drive_strength.png
Drawn at 4 px/um.
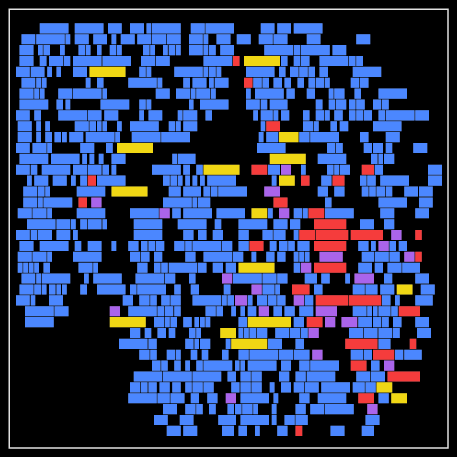
gate_families.png
Drawn at 4 px/um.
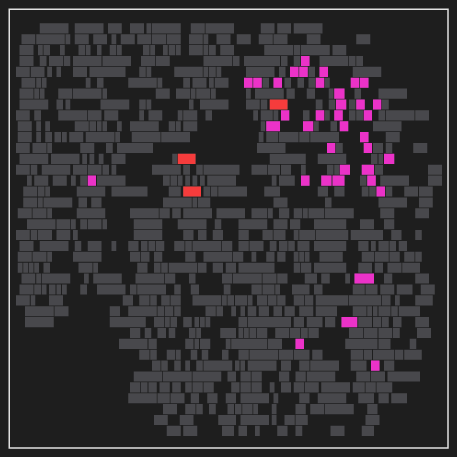
pins.png
Drawn at 4 px/um. Pins as bars across the die edge, other pins in grey.
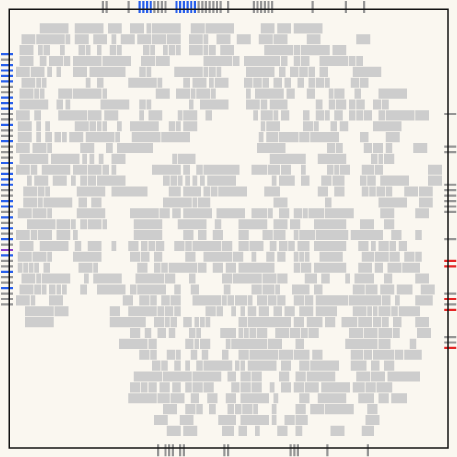
===== src/rtl/hazard_ctrl.sv =====
// Pipeline hazard controller: register scoreboard interlock, taken-branch flush
// sequencing with a one-cycle PC redirect pulse, and a saturating stall counter.
module hazard_ctrl #(
  parameter int unsigned ADDR_W       = 32,
  parameter int unsigned FLUSH_CYCLES = 2
) (
  input  logic              clk,
  input  logic              reset,
  input  logic              dec_valid,
  input  logic [4:0]        dec_rs1,
  input  logic [4:0]        dec_rs2,
  input  logic [4:0]        dec_rd,
  input  logic              dec_wr,
  input  logic              mem_busy,
  input  logic              br_valid,
  input  logic              br_taken,
  input  logic [ADDR_W-1:0] br_target,
  input  logic              wb_valid,
  input  logic [4:0]        wb_rd,
  input  logic              cnt_clear,
  output logic              stall,
  output logic              flush,
  output logic              issue,
  output logic              redirect_valid,
  output logic [ADDR_W-1:0] redirect_pc,
  output logic [15:0]       stall_count
);

  typedef enum logic {ST_IDLE, ST_FLUSH} state_t;

  state_t      state, next_state;
  logic [31:0] pending, pending_next;
  logic [2:0]  flush_cnt;
  logic        hazard;
  logic        take_branch;

  // Hazard looks only at the registered scoreboard, so a same-cycle writeback
  // is not forwarded: the consumer stalls one cycle and issues on the next.
  always_comb begin
    hazard = 1'b0;
    if (dec_valid) begin
      if (dec_rs1 != 5'd0 && pending[dec_rs1]) hazard = 1'b1;
      if (dec_rs2 != 5'd0 && pending[dec_rs2]) hazard = 1'b1;
      if (dec_wr && dec_rd != 5'd0 && pending[dec_rd]) hazard = 1'b1;
    end
  end

  always_comb begin
    next_state  = state;
    stall       = 1'b0;
    issue       = 1'b0;
    take_branch = 1'b0;
    case (state)
      ST_IDLE: begin
        stall       = hazard | mem_busy;
        issue       = dec_valid & ~hazard & ~mem_busy;
        take_branch = br_valid & br_taken;
        if (take_branch) next_state = ST_FLUSH;
      end
      ST_FLUSH: begin
        if (flush_cnt == 3'd0) next_state = ST_IDLE;
      end
      default: next_state = ST_IDLE;
    endcase
  end

  // Clear is applied before set so an issue and writeback to the same rd
  // leaves the bit set.
  always_comb begin
    pending_next = pending;
    if (wb_valid && wb_rd != 5'd0) pending_next[wb_rd] = 1'b0;
    if (issue && dec_wr && dec_rd != 5'd0) pending_next[dec_rd] = 1'b1;
    pending_next[0] = 1'b0;
  end

  always_ff @(posedge clk) begin
    if (reset) begin
      state          <= ST_IDLE;
      pending        <= '0;
      flush          <= 1'b0;
      flush_cnt      <= '0;
      redirect_valid <= 1'b0;
      redirect_pc    <= '0;
      stall_count    <= '0;
    end else begin
      state          <= next_state;
      pending        <= pending_next;
      flush          <= (next_state == ST_FLUSH);
      redirect_valid <= take_branch;
      if (take_branch) begin
        redirect_pc <= br_target;
        flush_cnt   <= 3'(FLUSH_CYCLES - 1);
      end else if (state == ST_FLUSH && flush_cnt != 3'd0) begin
        flush_cnt <= flush_cnt - 3'd1;
      end
      if (cnt_clear)
        stall_count <= '0;
      else if (stall && stall_count != 16'hFFFF)
        stall_count <= stall_count + 16'd1;
    end
  end

endmodule


===== config.mk =====
export PLATFORM = sky130hd
export DESIGN_NAME = hazard_ctrl
export DESIGN_NICKNAME = d
export VERILOG_FILES = /design/src/rtl/hazard_ctrl.sv
export SDC_FILE = /design/constraint.sdc
export NUM_CORES = 1
export LEC_CHECK = 0
export CAP_MARGIN = 0
export CORE_UTILIZATION = 40
export CTS_CLUSTER_SIZE = 40
export DETAILED_ROUTE_END_ITERATION = 8
export PLACE_DENSITY = 0.72
export SETUP_SLACK_MARGIN = 0.3
export SLEW_MARGIN = 30
export SYNTH_ARGS = -nofsm -noshare
export SYNTH_HDL_FRONTEND = slang
export SYNTH_SLANG_ARGS = --single-unit

===== constraint.sdc =====
create_clock -name clk -period 3.7 [get_ports clk]
set_input_delay 0.555 -clock clk [delete_from_list [all_inputs] [get_ports clk]]
set_output_delay 0.555 -clock clk [all_outputs]
set_load 0.02 [all_outputs]

==> impl_metrics.toml <==
# synthesis and place-and-route metrics
[floorplanning]
num_io_pins = 113
initial_core_util_pct = 41.8
die_h_um = 109

[timing]
fin_skew_ns = 0.00731
slew_headroom_pct = 41.9
setup_viol = 0
drv_slew = 0

[outcome]
status = "completed"

[synth]
synthFlopType = "dfxtp_1"
synthTopCellsByCount = "nand2_1 (98), dfxtp_1 (84), a21oi_1 (48)"
synthCells = 562
most_common_cell = "nand2_1"
syn_area_per_cell_um2 = 8.20
yosysTopAreaCellShare_pct = 36.5
edf_count = 0

[cells_and_area]
syn_to_final_growth_pct = 35.1
layout.nets = 731
n_antenna_cell = 0
final_util_pct = 56.4

[placement]
pre_cts_ws_ns = -0.303

[clocking]
cts_tree = "done"
clk_pin_slew_ns = 0.06
numCtsBuffers = 9
clk_path_buf_depth = 2
root_buffer = "clkbuf_16"
clock.latency.late_pin_ns = 0.33

[job]
warning_count = 27

[setup_path]
ff2ff_setup_slack_ns = 0.81
cpMostUsedCell = "buf_6"
critPathMaxStageDelay_ns = 0.57
r2r-end = "pending[16]"
critPathSlowestCell = "or4b_4"

[power_and_ir_drop]
irDropWorstVdd_v = 0.000233
leakagePower_uw = 0.00219

[worst_hold_path]
worstHoldEndpoint = "redirect_pc[4]"

[drt]
initialDrtViolationCount = 326

[global_route]
grt_use_met1_pct = 31.2
use_met3_pct = 5.87
grt_pass1_vias = 4519
grt_max_degree = 38
grt_pass1_wl_um = 22100
groute.usage.overall_pct = 23.7
About drive_strength.png:
- drive 6 and up: yellow (cells 17; share 2.5%)
- drive 1 or less: blue (cells 598; share 89%)
- drive 2: red (cells 32; share 4.8%)
- drive 3 to 4: purple (cells 25; share 3.7%)

About gate_families.png:
- adder and majority cells: red (cells 3; most used ha_1)
- AND and OR gates: magenta (cells 37; most used or3_1)

About pins.png:
- br_target: blue (pins 32; direction input; edge 22 left, 10 top)
- dec_rs1: red (pins 5; direction input; edge right)
- flush: purple (pins 1; direction output; edge left)
- all pins by edge: 47 left, 34 top, 19 right, 13 bottom

layer usage:
layer | wire length (um) | vias to the layer above
met3 | 1230 | 20
met5 | 0 | -
met1 | 5950 | 2198
li1 | - | 2248
met4 | 212 | 0
met2 | 6200 | 187
state kept, by name, indices dropped and copies added, names as in the netlist:
name / count
flush_cnt: 3
pending: 31
redirect_pc: 32
redirect_valid: 1
stall_count: 16
state: 1
layout make-up:
cell class / instances / area, um^2
repair buffers: 135 / 1300
well taps: 140 / 175
multi-input cells: 429 / 2740
inverters: 8 / 30.0
clock buffers: 13 / 250
clock inverters: 3 / 46.3
fillers: 1042 / 4810
flip-flops and latches: 84 / 1680
per-stage QoR:
step / instances / hold slack, ns / instance area, um^2 / TNS, ns
finish: 812 / 0.451 / 6220 / 0
floorplan: 562 / 0.478 / 4610 / 0
global placement: 796 / 0.441 / 5880 / -0.327
global route: 812 / 0.481 / 6220 / 0
CTS: 812 / 0.454 / 6210 / 0
detailed placement: 796 / 0.446 / 5880 / -0.615
worst register-to-register path, cell delays in order, from the launching register on:
cell and delay (ns):
dfxtp_1 0.36, mux2_4 0.28, a22o_1 0.22, a31oi_1 0.17, o311ai_1 0.12, or4b_4 0.57
nor3_4 0.24, buf_6 0.13, buf_4 0.27, nand3_2 0.23, o21ai_0 0.22
power by group:
group / leakage (uW) / total (uW) / internal, uW / switching (uW)
clock network: 0.000140 / 909 / 544 / 365
logic: 0.00137 / 334 / 156 / 178
registers: 0.000681 / 938 / 925 / 12.9
total: 0.00219 / 2180 / 1630 / 556
what timing repair did:
action                                  CTS  global route
gates resized                            20            20
endpoints found under the setup margin    7             2
hold buffers                              0             0
pin swaps                                 3             1
layout by cell type (no fill, tap or decap), drive strengths merged, types with 14 or more instances in the layout:
master	instances
o31ai	29
dfxtp	84
mux2i	19
buf	25
clkdlybuf4s50	97
nand2	99
a21oi	48
clkbuf	17
o21ai	30
nor2	15
or3	14
nor2b	27
nand3	25
nand3b	25
how the worst max path moves through the flow:
stage	end	slack (ns)	cells after the start
global placement	stall	-0.29	9
floorplan	issue	0.40	9
CTS	issue	0.31	10
finish	issue	0.44	12
detailed placement	stall	-0.30	9
global route	issue	0.30	11
cell families (layout without fill, tap and decap cells):
family                   count (synthesis)  after routing  share of synthesized area [%]
AND-OR/OR-AND                          130            130                           17.3
XOR/XNOR                                 2              2                          0.380
adder cells (fa/ha/maj)                  3              3                          0.815
buffers and inverters                   49            159                           4.81
flip-flops                              84             84                           36.5
multiplexers                            35             35                           10.2
AND/OR/NAND/NOR                        259            259                           30.0
Power is estimated from default activity; no workload was simulated.
